File: config.mk
export PLATFORM = sky130hd
export DESIGN_NAME = uart_tx_arbiter_flat
export DESIGN_NICKNAME = d
export VERILOG_FILES = /design/src/rtl/uart_pkg.sv /design/src/rtl/uart_tx_arbiter_if.sv /design/src/rtl/uart_tx_serializer.sv /design/src/rtl/uart_tx_arbiter.sv /design/src/flat_wrapper.sv
export SDC_FILE = /design/constraint.sdc
export NUM_CORES = 1
export LEC_CHECK = 0
export ABC_AREA = 1
export CAP_MARGIN = 40
export CORE_MARGIN = 1.5
export CORE_UTILIZATION = 37
export CTS_CLUSTER_SIZE = 25
export DETAILED_ROUTE_END_ITERATION = 12
export PLACE_DENSITY_LB_ADDON = 0.1
export REMOVE_ABC_BUFFERS = 1
export SYNTH_ARGS = -nofsm -noshare
export SYNTH_HDL_FRONTEND = slang
export SYNTH_SLANG_ARGS = --single-unit
File: constraint.sdc
create_clock -name clk -period 2.35 [get_ports clk]
set_clock_uncertainty 0.2 [all_clocks]
set_input_delay 0.47 -clock clk [delete_from_list [all_inputs] [get_ports clk]]
set_output_delay 0.47 -clock clk [all_outputs]
set_load 0.005 [all_outputs]
File: src/rtl/uart_pkg.sv
// Shared UART framing constants, serializer state encoding and bit-timing helpers.
// Used by the interface, the serializer and the arbiter top.
package uart_pkg;

  typedef enum logic [1:0] {
    START = 2'b00,
    DATA  = 2'b01,
    STOP  = 2'b10,
    IDLE  = 2'b11
  } uart_state_t;

  localparam int DATA_BITS = 8;
  localparam int STOP_BITS = 1;

  function automatic int bit_cycles(input int f, input int baud);
    return f / baud;
  endfunction

  function automatic int cnt_width(input int n);
    return (n > 1) ? $clog2(n) : 1;
  endfunction

endpackage

File: src/rtl/uart_tx_arbiter_if.sv
// Requester-facing bundle: two byte-send handshakes plus the serial line and status.
// master = requesters side, slave = arbiter side.
interface uart_tx_arbiter_if;
  import uart_pkg::*;

  logic                 req0;
  logic                 req1;
  logic [DATA_BITS-1:0] data0;
  logic [DATA_BITS-1:0] data1;
  logic                 ack0;
  logic                 ack1;
  logic                 tx;
  logic                 busy;
  logic                 grant_id;

  modport master (
    output req0, req1, data0, data1,
    input  ack0, ack1, tx, busy, grant_id
  );

  modport slave (
    input  req0, req1, data0, data1,
    output ack0, ack1, tx, busy, grant_id
  );

endinterface

File: src/rtl/uart_tx_serializer.sv
// 8N1 serializer: start pulse in IDLE latches data; tx goes low on the next cycle.
// No backpressure beyond busy: start is ignored until the frame has returned to IDLE.
module uart_tx_serializer
  import uart_pkg::*;
#(
  parameter int BAUD = 115200,
  parameter int F    = 50000000
) (
  input  logic                 clk,
  input  logic                 rst,
  input  logic                 start,
  input  logic [DATA_BITS-1:0] data,
  output logic                 busy,
  output logic                 tx
);

  localparam int            BIT_CYCLES = bit_cycles(F, BAUD);
  localparam int            CW         = cnt_width(BIT_CYCLES);
  localparam logic [CW-1:0] LAST_CYC   = CW'(BIT_CYCLES - 1);
  localparam logic [2:0]    LAST_DATA  = 3'(DATA_BITS - 1);
  localparam logic [2:0]    LAST_STOP  = 3'(STOP_BITS - 1);

  uart_state_t          state;
  logic [CW-1:0]        baud_cnt;
  logic [2:0]           bit_cnt;
  logic [DATA_BITS-1:0] shreg;
  logic                 bit_end;

  assign bit_end = (baud_cnt == LAST_CYC);

  always_ff @(posedge clk or negedge rst) begin
    if (!rst) begin
      state    <= IDLE;
      baud_cnt <= '0;
      bit_cnt  <= '0;
      shreg    <= '0;
      tx       <= 1'b1;
      busy     <= 1'b0;
    end else begin
      case (state)
        IDLE: begin
          if (start) begin
            shreg    <= data;
            tx       <= 1'b0;
            busy     <= 1'b1;
            baud_cnt <= '0;
            state    <= START;
          end
        end
        START: begin
          if (bit_end) begin
            baud_cnt <= '0;
            bit_cnt  <= '0;
            tx       <= shreg[0];
            state    <= DATA;
          end else begin
            baud_cnt <= baud_cnt + 1'b1;
          end
        end
        DATA: begin
          if (bit_end) begin
            baud_cnt <= '0;
            // 3-bit counter wraps back to 0 as the last data bit ends
            bit_cnt  <= bit_cnt + 3'd1;
            if (bit_cnt == LAST_DATA) begin
              tx    <= 1'b1;
              state <= STOP;
            end else begin
              tx    <= shreg[1];
              shreg <= {1'b0, shreg[DATA_BITS-1:1]};
            end
          end else begin
            baud_cnt <= baud_cnt + 1'b1;
          end
        end
        STOP: begin
          if (bit_end) begin
            baud_cnt <= '0;
            if (bit_cnt == LAST_STOP) begin
              bit_cnt <= '0;
              busy    <= 1'b0;
              state   <= IDLE;
            end else begin
              bit_cnt <= bit_cnt + 3'd1;
            end
          end else begin
            baud_cnt <= baud_cnt + 1'b1;
          end
        end
        default: state <= IDLE;
      endcase
    end
  end

endmodule

File: src/rtl/uart_tx_arbiter.sv
// Two-requester round-robin front end for one UART transmitter; ack is 1 cycle after req.
// Requests wait while a frame is in flight and are only granted from an idle serializer.
module uart_tx_arbiter
  import uart_pkg::*;
#(
  parameter int BAUD = 115200,
  parameter int F    = 50000000
) (
  input  logic               clk,
  input  logic               rst,
  uart_tx_arbiter_if.slave   bus
);

  logic                 ser_busy;
  logic                 start;
  logic                 grant;
  logic                 last_grant;
  logic [DATA_BITS-1:0] grant_data;

  assign start      = (bus.req0 | bus.req1) & ~ser_busy;
  // Contention goes to whoever lost last time; a lone requester always wins.
  assign grant      = (bus.req0 & bus.req1) ? ~last_grant : bus.req1;
  assign grant_data = grant ? bus.data1 : bus.data0;

  always_ff @(posedge clk or negedge rst) begin
    if (!rst) begin
      bus.ack0     <= 1'b0;
      bus.ack1     <= 1'b0;
      bus.grant_id <= 1'b0;
      last_grant   <= 1'b1;
    end else begin
      bus.ack0 <= start & ~grant;
      bus.ack1 <= start & grant;
      if (start) begin
        bus.grant_id <= grant;
        last_grant   <= grant;
      end
    end
  end

  uart_tx_serializer #(
    .BAUD (BAUD),
    .F    (F)
  ) u_ser (
    .clk   (clk),
    .rst   (rst),
    .start (start),
    .data  (grant_data),
    .busy  (ser_busy),
    .tx    (bus.tx)
  );

  assign bus.busy = ser_busy;

endmodule

File: src/flat_wrapper.sv
// flat-port wrapper written by rule: the top's interface ports become plain ports
module uart_tx_arbiter_flat import uart_pkg::*;
#(
  parameter int BAUD = 115200,
  parameter int F    = 50000000
)
  (clk, rst, bus_req0, bus_req1, bus_data0, bus_data1, bus_ack0, bus_ack1, bus_tx, bus_busy, bus_grant_id);
  uart_tx_arbiter_if bus_i ();
  input  logic clk;
  input  logic rst;
  input wire logic [$bits(bus_i.req0)-1:0] bus_req0;
  input wire logic [$bits(bus_i.req1)-1:0] bus_req1;
  input wire logic [$bits(bus_i.data0)-1:0] bus_data0;
  input wire logic [$bits(bus_i.data1)-1:0] bus_data1;
  output wire logic [$bits(bus_i.ack0)-1:0] bus_ack0;
  output wire logic [$bits(bus_i.ack1)-1:0] bus_ack1;
  output wire logic [$bits(bus_i.tx)-1:0] bus_tx;
  output wire logic [$bits(bus_i.busy)-1:0] bus_busy;
  output wire logic [$bits(bus_i.grant_id)-1:0] bus_grant_id;
  assign bus_i.req0 = bus_req0;
  assign bus_i.req1 = bus_req1;
  assign bus_i.data0 = bus_data0;
  assign bus_i.data1 = bus_data1;
  assign bus_ack0 = bus_i.ack0;
  assign bus_ack1 = bus_i.ack1;
  assign bus_tx = bus_i.tx;
  assign bus_busy = bus_i.busy;
  assign bus_grant_id = bus_i.grant_id;
  uart_tx_arbiter #(.BAUD(BAUD), .F(F)) u_core (.clk(clk), .rst(rst), .bus(bus_i));
endmodule
Run 1, power grid:
Drawn at 4 px/um. Pins as bars on the die edge. Tap cells in grey.
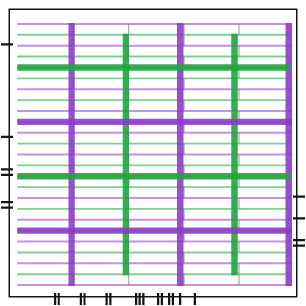
legend:
  green:
    net: VDD
  purple:
    net: VSS
signal pins: 25
tap cells: 52
rows: 24
Core ar.: 4440 sq um
Max VDD drop: 0.000499 V
vertical extent of the die: 71.5 um
horizontal die size: 71.5 um

Run 1, the metal 3 layer:
Drawn at 4 px/um.
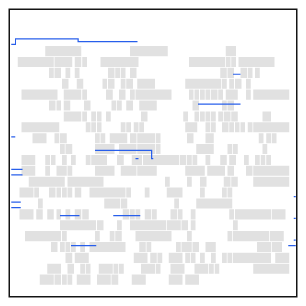
main direction: horizontal
longest straight run: 15.6 um
met3 Track Usage GR: 3.23%
Routed Wire Length: 3490 um

Run 1, routed metal, one colour a layer:
Drawn at 4 px/um.
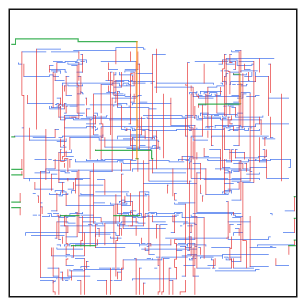
legend:
  green:
    layer: M3
    wire_length: 91.0 um
  red:
    layer: M2
    wire_length: 1560 um
  orange:
    layer: M4
    wire_length: 36.7 um
  blue:
    layer: M1
    wire_length: 1800 um

==> out/summary.json, run 1 <==
{
  "adder_share": {"value": 7.93, "unit": "%"},
  "drc_errors": {"value": 0},
  "achievable-frequency": {"value": 0.500, "unit": "GHz"},
  "layout.cells.largest_class": {"value": "multi-input combinational cells"},
  "maxCapViolations": {"value": 0},
  "post_synth_num_cell_types": {"value": 21},
  "clk_pin_slew_worst_paths": {"value": 0.10, "unit": "ns"},
  "p_per_area": {"value": 1120, "unit": "nW/um^2"},
  "comb_area_share": {"value": 41.4, "unit": "%"},
  "start_kind": {"value": "flop"},
  "grt_max_degree": {"value": 29},
  "multiInputGateArea": {"value": 868, "unit": "sq um"},
  "post_route_cell_area": {"value": 2100, "unit": "sq um"},
  "run_status": {"value": "completed"},
  "top_area_share": {"value": 34.6, "unit": "%"},
  "taps": {"value": 52},
  "synth_area_leader_cell": {"value": "dfrtp_1"},
  "final_min_period_over_clock_period": {"value": 85.1, "unit": "%"},
  "finalHoldViolations": {"value": 0},
  "synth_sequential_area_ratio": {"value": 40.7, "unit": "%"},
  "power.clock.fraction": {"value": 12.9, "unit": "%"},
  "combinationalPower": {"value": 0.00116, "unit": "W"},
  "n_clock_buffer": {"value": 4},
  "route.detailed.vias_per_inst": {"value": 4.62},
  "clk-insertion-delay-late": {"value": 0.27, "unit": "ns"},
  "final_cell_mix": {"value": "nand2_1 (52), nor2_1 (38), inv_1 (37)"},
  "drive_above_1_share": {"value": 6.74, "unit": "%"},
  "antenna_cells": {"value": 0},
  "floorplanUtilization": {"value": 39.0, "unit": "%"},
  "final-nonclk-buf-share": {"value": 12.5, "unit": "%"},
  "numPortBuffers": {"value": 24},
  "ys_top_cells_by_area": {"value": "dfrtp_1 (35%), nand2_1 (11%), nor2_1 (8.2%)"},
  "placed_cell_area": {"value": 2040, "unit": "sq um"},
  "sinks_on_clock_net": {"value": 28},
  "finalWorstPathRequiredPeriod": {"value": 2.00, "unit": "ns"},
  "final.setup.worst_slack": {"value": 0.350, "unit": "ns"},
  "top_cells_by_count": {"value": "nand2_1 (52), nor2_1 (38), inv_1 (37)"},
  "stage_log_warnings": {"value": 32},
  "rsz0062_at_grt": {"value": "no"},
  "mappedNetlistArea": {"value": 1740, "unit": "sq um"},
  "required": {"value": 2.28, "unit": "ns"},
  "timing_max_transition_violations_final": {"value": 0},
  "placed_cells": {"value": 315},
  "area_delta_synth_final": {"value": 20.8, "unit": "%"},
  "nets": {"value": 299},
  "switching_share": {"value": 43.0, "unit": "%"},
  "final.fill_count": {"value": 461},
  "cell_by_cell_listing_of_the_critical_path": {"value": "ha_1 -> nor3_1 -> o21ai_0 -> o21ai_0"},
  "via_count": {"value": 1473},
  "tightest_slew": {"value": 0.622, "unit": "ns"},
  "number_of_cells_in_yosys_stat": {"value": 239},
  "critical-path-top-cell-by-count": {"value": "o21ai_0"},
  "cts-buffers-inserted": {"value": 3},
  "net-switching-power": {"value": 0.00101, "unit": "W"},
  "pwr-share-comb": {"value": 49.4, "unit": "%"},
  "detail-route-antenna-nets": {"value": 0},
  "synth-async-reset-ratio": {"value": 100, "unit": "%"},
  "finalWeightedCongestion": {"value": 0.803},
  "synthesis.area_per_instance": {"value": 7.26, "unit": "sq um"},
  "timing.hold.worst.class": {"value": "reg2reg"},
  "lay_top_count": {"value": "nand2_1"},
  "cts_htree_levels": {"value": 1},
  "core.rowCount": {"value": 24},
  "power_sequential": {"value": 0.000887, "unit": "W"},
  "worst-path-buf-inv": {"value": 0},
  "io_pins": {"value": 25},
  "global_route.usage.total": {"value": 15.7, "unit": "%"},
  "nNonClkBuffers": {"value": 27},
  "powerClk": {"value": 0.000302, "unit": "W"},
  "postCtsSetupRepairBufs": {"value": 0},
  "cts-root-buf": {"value": "clkbuf_8"},
  "finish_stage_setup_viols": {"value": 0},
  "timing.critical_path.max_delay_family": {"value": "AND-OR/OR-AND gates"},
  "die-area": {"value": 5110, "unit": "sq um"},
  "critical-path-slowest-cell": {"value": "dfstp_2"},
  "post_cts_resized": {"value": 0},
  "dominantRegCellSynth": {"value": "dfrtp_1"},
  "cpPeakStageDelay": {"value": 0.58, "unit": "ns"}
}
[run 1: worst register-to-register path, stage by stage (launching register included)]
cell and delay, ns:
dfstp_2 0.58, ha_1 0.29, nor3_1 0.09, o21ai_0 0.52, o21ai_0 0.18
[run 1: state kept, by name, indices dropped and copies added, names as in the netlist]
signal                 cells
u_core.u_ser.busy          1
u_core.bus.ack1            1
u_core.u_ser.state         2
u_core.u_ser.shreg         8
u_core.bus.grant_id        1
u_core.last_grant          1
u_core.u_ser.baud_cnt      9
u_core.bus.ack0            1
u_core.u_ser.tx            1
u_core.u_ser.bit_cnt       3
[run 1: final timing paths]
| kind | start | end | slack [ns] | cells past startpoint |
|---|---|---|---|---|
| worst min register to register | u_core.last_grant | u_core.last_grant | 0.28 | 2 |
| max in group asynchronous | rst | u_core.u_ser.state[0] | 1.27 | 2 |
| worst max register to register | u_core.u_ser.state[0] | u_core.u_ser.bit_cnt[1] | 0.35 | 4 |
| worst min-delay path | u_core.last_grant | u_core.last_grant | 0.28 | 2 |
| min in group asynchronous | rst | u_core.bus.ack0 | 0.36 | 2 |
| worst max-delay path | u_core.u_ser.state[0] | u_core.u_ser.bit_cnt[1] | 0.35 | 4 |
[run 1: cells by family (layout without fill, tap and decap cells)]
kind of cell	Yosys count	after routing
buffers and inverters	40	68
adders and majority gates	11	11
xor gates and xnor gates	1	1
DFF	28	28
and+or+nand+nor	114	114
AOI/OAI and AO/OA	45	45
[run 1: metal layers]
layer,global-route usage (%),wire (um),vias up
met3,3.23,91,4
met5,0,0,-
li1,-,-,807
met2,25.9,1560,20
met1,21.1,1800,642
met4,4.40,36,0
Run 1, metal 2:
Drawn at 4 px/um.
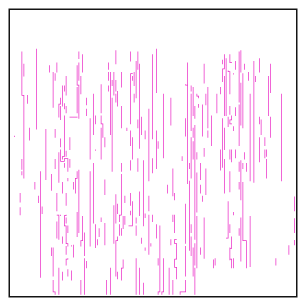

==> run 2: changes to the inputs <==
Settings changed: CORE_MARGIN 1.5 to 2.
Clock period 2.35 ns to 2.1 ns, I/O delays scaled along.
Run 2, metal 2:
Drawn at 4 px/um.
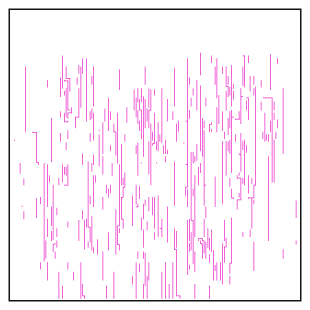
wire length on this layer: 1570 um
nets with wire on the layer: 211
Routed Wire Length: 3610 um
global-route track usage on met2: 24.5%
total via count after detailed routing: 1504

Run 2, routed metal, one colour a layer:
Drawn at 4 px/um.
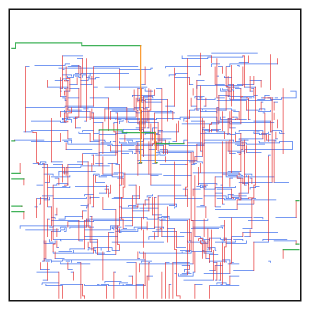
legend:
  red:
    layer: M2
    wire_length: 1570 um
  green:
    layer: M3
    wire_length: 73.1 um
  blue:
    layer: M1
    wire_length: 1920 um
  orange:
    layer: M4
    wire_length: 36.7 um
global-route usage over all layers: 15.8%
wire length per cell after detailed routing: 11.1 um

Run 2, power grid:
Drawn at 4 px/um. Pins as bars on the die edge. Tap cells in grey.
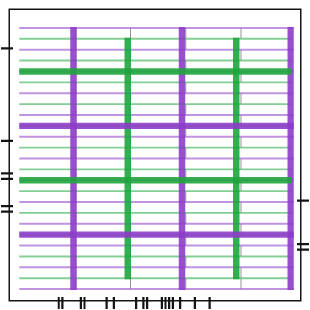
legend:
  green:
    net: VDD
  purple:
    net: VSS
met5 straps: 4
rows: 24
met1 rails: 25
tap cells: 52
met4 straps: 5
Max VDD drop: 0.000636 V
vertical extent of the die: 72.5 um
horizontal die size: 72.5 um

==> run 2 against run 1 <==
Against the previous run:
- first-iteration DRC count increased by 38%
- final area increased by 3.2%
- largest power group unchanged
- power increased by 19%
- core utilization increased by 1.5 points
==> out/summary.json, run 2 <==
{
  "top_area_share": {"value": 34.6, "unit": "%", "change": "unchanged"},
  "synth_area_leader_cell": {"value": "dfrtp_1"},
  "overflow": {"value": 0},
  "setup_tns": {"value": 0, "unit": "ns"},
  "ys_top_cells_by_area": {"value": "dfrtp_1 (35%), nand2_1 (11%), nor2_1 (8.2%)"},
  "highest-signal-layer": {"value": "met4"},
  "route.layer.met1.wl": {"value": 1920, "unit": "um", "change": "+6.8%"},
  "tritoncts_clock_tree": {"value": "done"},
  "finalWorstPathRequiredPeriod": {"value": 1.92, "unit": "ns"},
  "mappedNetlistArea": {"value": 1740, "unit": "sq um", "change": "unchanged"},
  "synth_sequential_area_ratio": {"value": 40.7, "unit": "%", "change": "unchanged"},
  "timing.setup.critical_path_class": {"value": "reg2out"},
  "grt_pass1_vias": {"value": 1462},
  "timing.critical_path.max_delay_family": {"value": "flip-flops"},
  "area_delta_synth_final": {"value": 24.6, "unit": "%"},
  "sinks_on_clock_net": {"value": 28, "change": "unchanged"},
  "relSlewSlack": {"value": 73.1, "unit": "%"},
  "route.detailed.vias_per_inst": {"value": 4.64, "change": "+0.53%"},
  "clk_pin_slew_worst_paths": {"value": 0.10, "unit": "ns", "change": "about the same"},
  "met3RoutedLength": {"value": 73, "unit": "um", "change": "-20%"},
  "tightest_slew": {"value": 0.400, "unit": "ns", "change": "-0.222 ns"},
  "cell_by_cell_listing_of_the_critical_path": {"value": "clkdlybuf4s50_1"},
  "dominantRegCellSynth": {"value": "dfrtp_1"},
  "achievable-frequency": {"value": 0.520, "unit": "GHz"},
  "detail-route-antenna-nets": {"value": 0, "change": "unchanged"},
  "largest_register_ffs": {"value": 9, "change": "unchanged"},
  "taps": {"value": 52, "change": "unchanged"},
  "drc_errors": {"value": 0, "change": "unchanged"},
  "net-switching-power": {"value": 0.00116, "unit": "W", "change": "+15%"},
  "numPortBuffers": {"value": 24, "change": "unchanged"},
  "post_synth_num_cell_types": {"value": 21, "change": "unchanged"},
  "layout.cells.largest_class": {"value": "multi-input combinational cells"},
  "final_min_period_over_clock_period": {"value": 91.6, "unit": "%"},
  "yosysChipArea": {"value": 1740, "unit": "sq um"},
  "top_reg_by_flops": {"value": "u_core.u_ser.baud_cnt"},
  "placed_cell_area": {"value": 2080, "unit": "sq um", "change": "+1.7%"},
  "lay_top_count": {"value": "nand2_1"},
  "stage_log_warnings": {"value": 32, "change": "unchanged"},
  "drive_above_1_share": {"value": 8.46, "unit": "%", "change": "+1.7 points"},
  "synth-async-reset-ratio": {"value": 100, "unit": "%", "change": "unchanged"},
  "layout.sequential_cells": {"value": 28},
  "cpPeakStageDelay": {"value": 0.54, "unit": "ns", "change": "-0.04 ns"},
  "detailedRoute.firstPassIterationCount": {"value": 5},
  "placed_cells": {"value": 318, "change": "+0.95%"},
  "nNonClkBuffers": {"value": 32, "change": "+19%"},
  "setup.reg_to_reg.worst_slack": {"value": 0.18, "unit": "ns", "change": "-0.17 ns"},
  "largest_registers": {"value": "u_core.u_ser.baud_cnt x9, u_core.u_ser.shreg x8, u_core.u_ser.bit_cnt x3"},
  "io_pins": {"value": 25, "change": "unchanged"},
  "number_of_cells_in_yosys_stat": {"value": 239, "change": "unchanged"},
  "post_route_cell_area": {"value": 2160, "unit": "sq um", "change": "+3.2%"},
  "detailedPlacementHpwl": {"value": 2710, "unit": "um"},
  "run_status": {"value": "completed"},
  "power.clock.fraction": {"value": 15.3, "unit": "%", "change": "+2.4 points"},
  "multiInputGateArea": {"value": 868, "unit": "sq um", "change": "unchanged"},
  "critical-path-slowest-cell": {"value": "dfstp_2"},
  "synthesis.area_per_instance": {"value": 7.26, "unit": "sq um", "change": "unchanged"},
  "grt_max_degree": {"value": 29, "change": "unchanged"},
  "timing.hold.worst.class": {"value": "reg2reg"},
  "maxCapViolations": {"value": 0, "change": "unchanged"},
  "endpoint_kind": {"value": "primary output"},
  "clk-insertion-delay-late": {"value": 0.28, "unit": "ns", "change": "about the same"},
  "switching_share": {"value": 41.4, "unit": "%", "change": "-1.7 points"},
  "finish_stage_setup_viols": {"value": 0, "change": "unchanged"},
  "antenna_found_initial": {"value": 0},
  "final-nonclk-buf-share": {"value": 14.5, "unit": "%", "change": "+1.9 points"},
  "floorplanUtilization": {"value": 39.0, "unit": "%", "change": "unchanged"},
  "final_cell_mix": {"value": "nand2_1 (52), nor2_1 (38), inv_1 (37)"},
  "dr_wl_met2": {"value": 1570, "unit": "um", "change": "+0.58%"},
  "start_kind": {"value": "flop"},
  "cts_htree_levels": {"value": 1, "change": "unchanged"},
  "cts-root-buf": {"value": "clkbuf_8"},
  "timing_max_transition_violations_final": {"value": 0, "change": "unchanged"},
  "die-area": {"value": 5250, "unit": "sq um", "change": "+2.8%"},
  "crit_path_max_fanout": {"value": 2},
  "cts-buffers-inserted": {"value": 3, "change": "unchanged"},
  "finalHoldViolations": {"value": 0, "change": "unchanged"},
  "seq-cell-share": {"value": 32.6, "unit": "%"},
  "regArea": {"value": 706, "unit": "sq um"},
  "comb_area_share": {"value": 40.2, "unit": "%", "change": "-1.3 points"},
  "required": {"value": 1.48, "unit": "ns", "change": "-0.80 ns"},
  "nets": {"value": 304, "change": "+1.7%"},
  "final.fill_count": {"value": 453, "change": "-1.7%"},
  "grt.met3_usage": {"value": 2.92, "unit": "%", "change": "-0.32 points"},
  "grt_busiest_layer": {"value": "met2"},
  "p_per_area": {"value": 1300, "unit": "nW/um^2", "change": "+16%"},
  "finalWeightedCongestion": {"value": 0.768, "change": "-4.4%"},
  "pwr-share-comb": {"value": 49.4, "unit": "%", "change": "about the same"},
  "worst-path-buf-inv": {"value": 1, "change": "+1"},
  "p_leak": {"value": 1.07, "unit": "nW"},
  "antenna_cells": {"value": 0, "change": "unchanged"},
  "core.rowCount": {"value": 24, "change": "unchanged"},
  "floorplan.core_area": {"value": 4440, "unit": "sq um", "change": "unchanged"},
  "rsz0062_at_grt": {"value": "no"},
  "use_met1": {"value": 22.6, "unit": "%", "change": "+1.6 points"},
  "top_cells_by_count": {"value": "nand2_1 (52), nor2_1 (38), inv_1 (37)"},
  "n_clock_buffer": {"value": 3, "change": "-1"}
}
-- run 2: cell counts after synthesis --
Identical to the previous run, type by type.
-- run 2: cells by family (layout without fill, tap and decap cells) --
family                     Yosys count  after routing  share of synthesized area (%)
and+or+nand+nor                    114            114                           28.0
AOI/OAI and AO/OA                   45             45                           13.6
buffers and inverters               40             73                           9.30
DFF                                 28             28                           40.7
adders and majority gates           11             11                           7.93
xor gates and xnor gates             1              1                          0.505
-- run 2: per-stage QoR --
stage                     worst slack (ns)  util, %
after global placement              0.0572     46.7
after CTS                           0.0922     48.3
final                                0.176     48.6
after detailed placement            0.0247     46.7
after global routing                0.0353     48.6
after floorplan                      0.147        -
-- run 2: worst paths after layout --
check,depth (start not counted),endpoint,startpoint
hold reg to reg,2,u_core.last_grant,u_core.last_grant
hold / removal,2,u_core.last_grant,u_core.last_grant
max in group asynchronous,2,u_core.u_ser.state[0],rst
setup / recovery,1,bus_tx,u_core.u_ser.tx
min in group asynchronous,2,u_core.bus.grant_id,rst
setup reg to reg,7,u_core.u_ser.shreg[4],u_core.u_ser.state[1]
-- run 2: tightest hold or removal path: cells and delay by family, from the launching register on --
kind | cells | cell delay, ns
flip-flops | 1 | 0.39
AND/OR/NAND/NOR | 2 | 0.10
-- run 2: repair_timing --
action | in CTS | in global routing
gates resized | 0 | 1
buffers inserted | 0 | 2
endpoints found under the setup margin | 0 | 9
-- run 2: power groups by stage --
stage	Clock, W	Sequential, W	Combinational, W
6_report	0.000429	0.000990	0.00139
4_1_cts	0.000447	0.000991	0.00136
2_1_floorplan	0	0.000957	0.000970
3_5_place_dp	0	0.00100	0.00136
3_3_place_gp	0	0.00100	0.00135
5_1_grt	0.000463	0.00102	0.00163
No activity file was given, so power comes from the tool's default toggle rates.
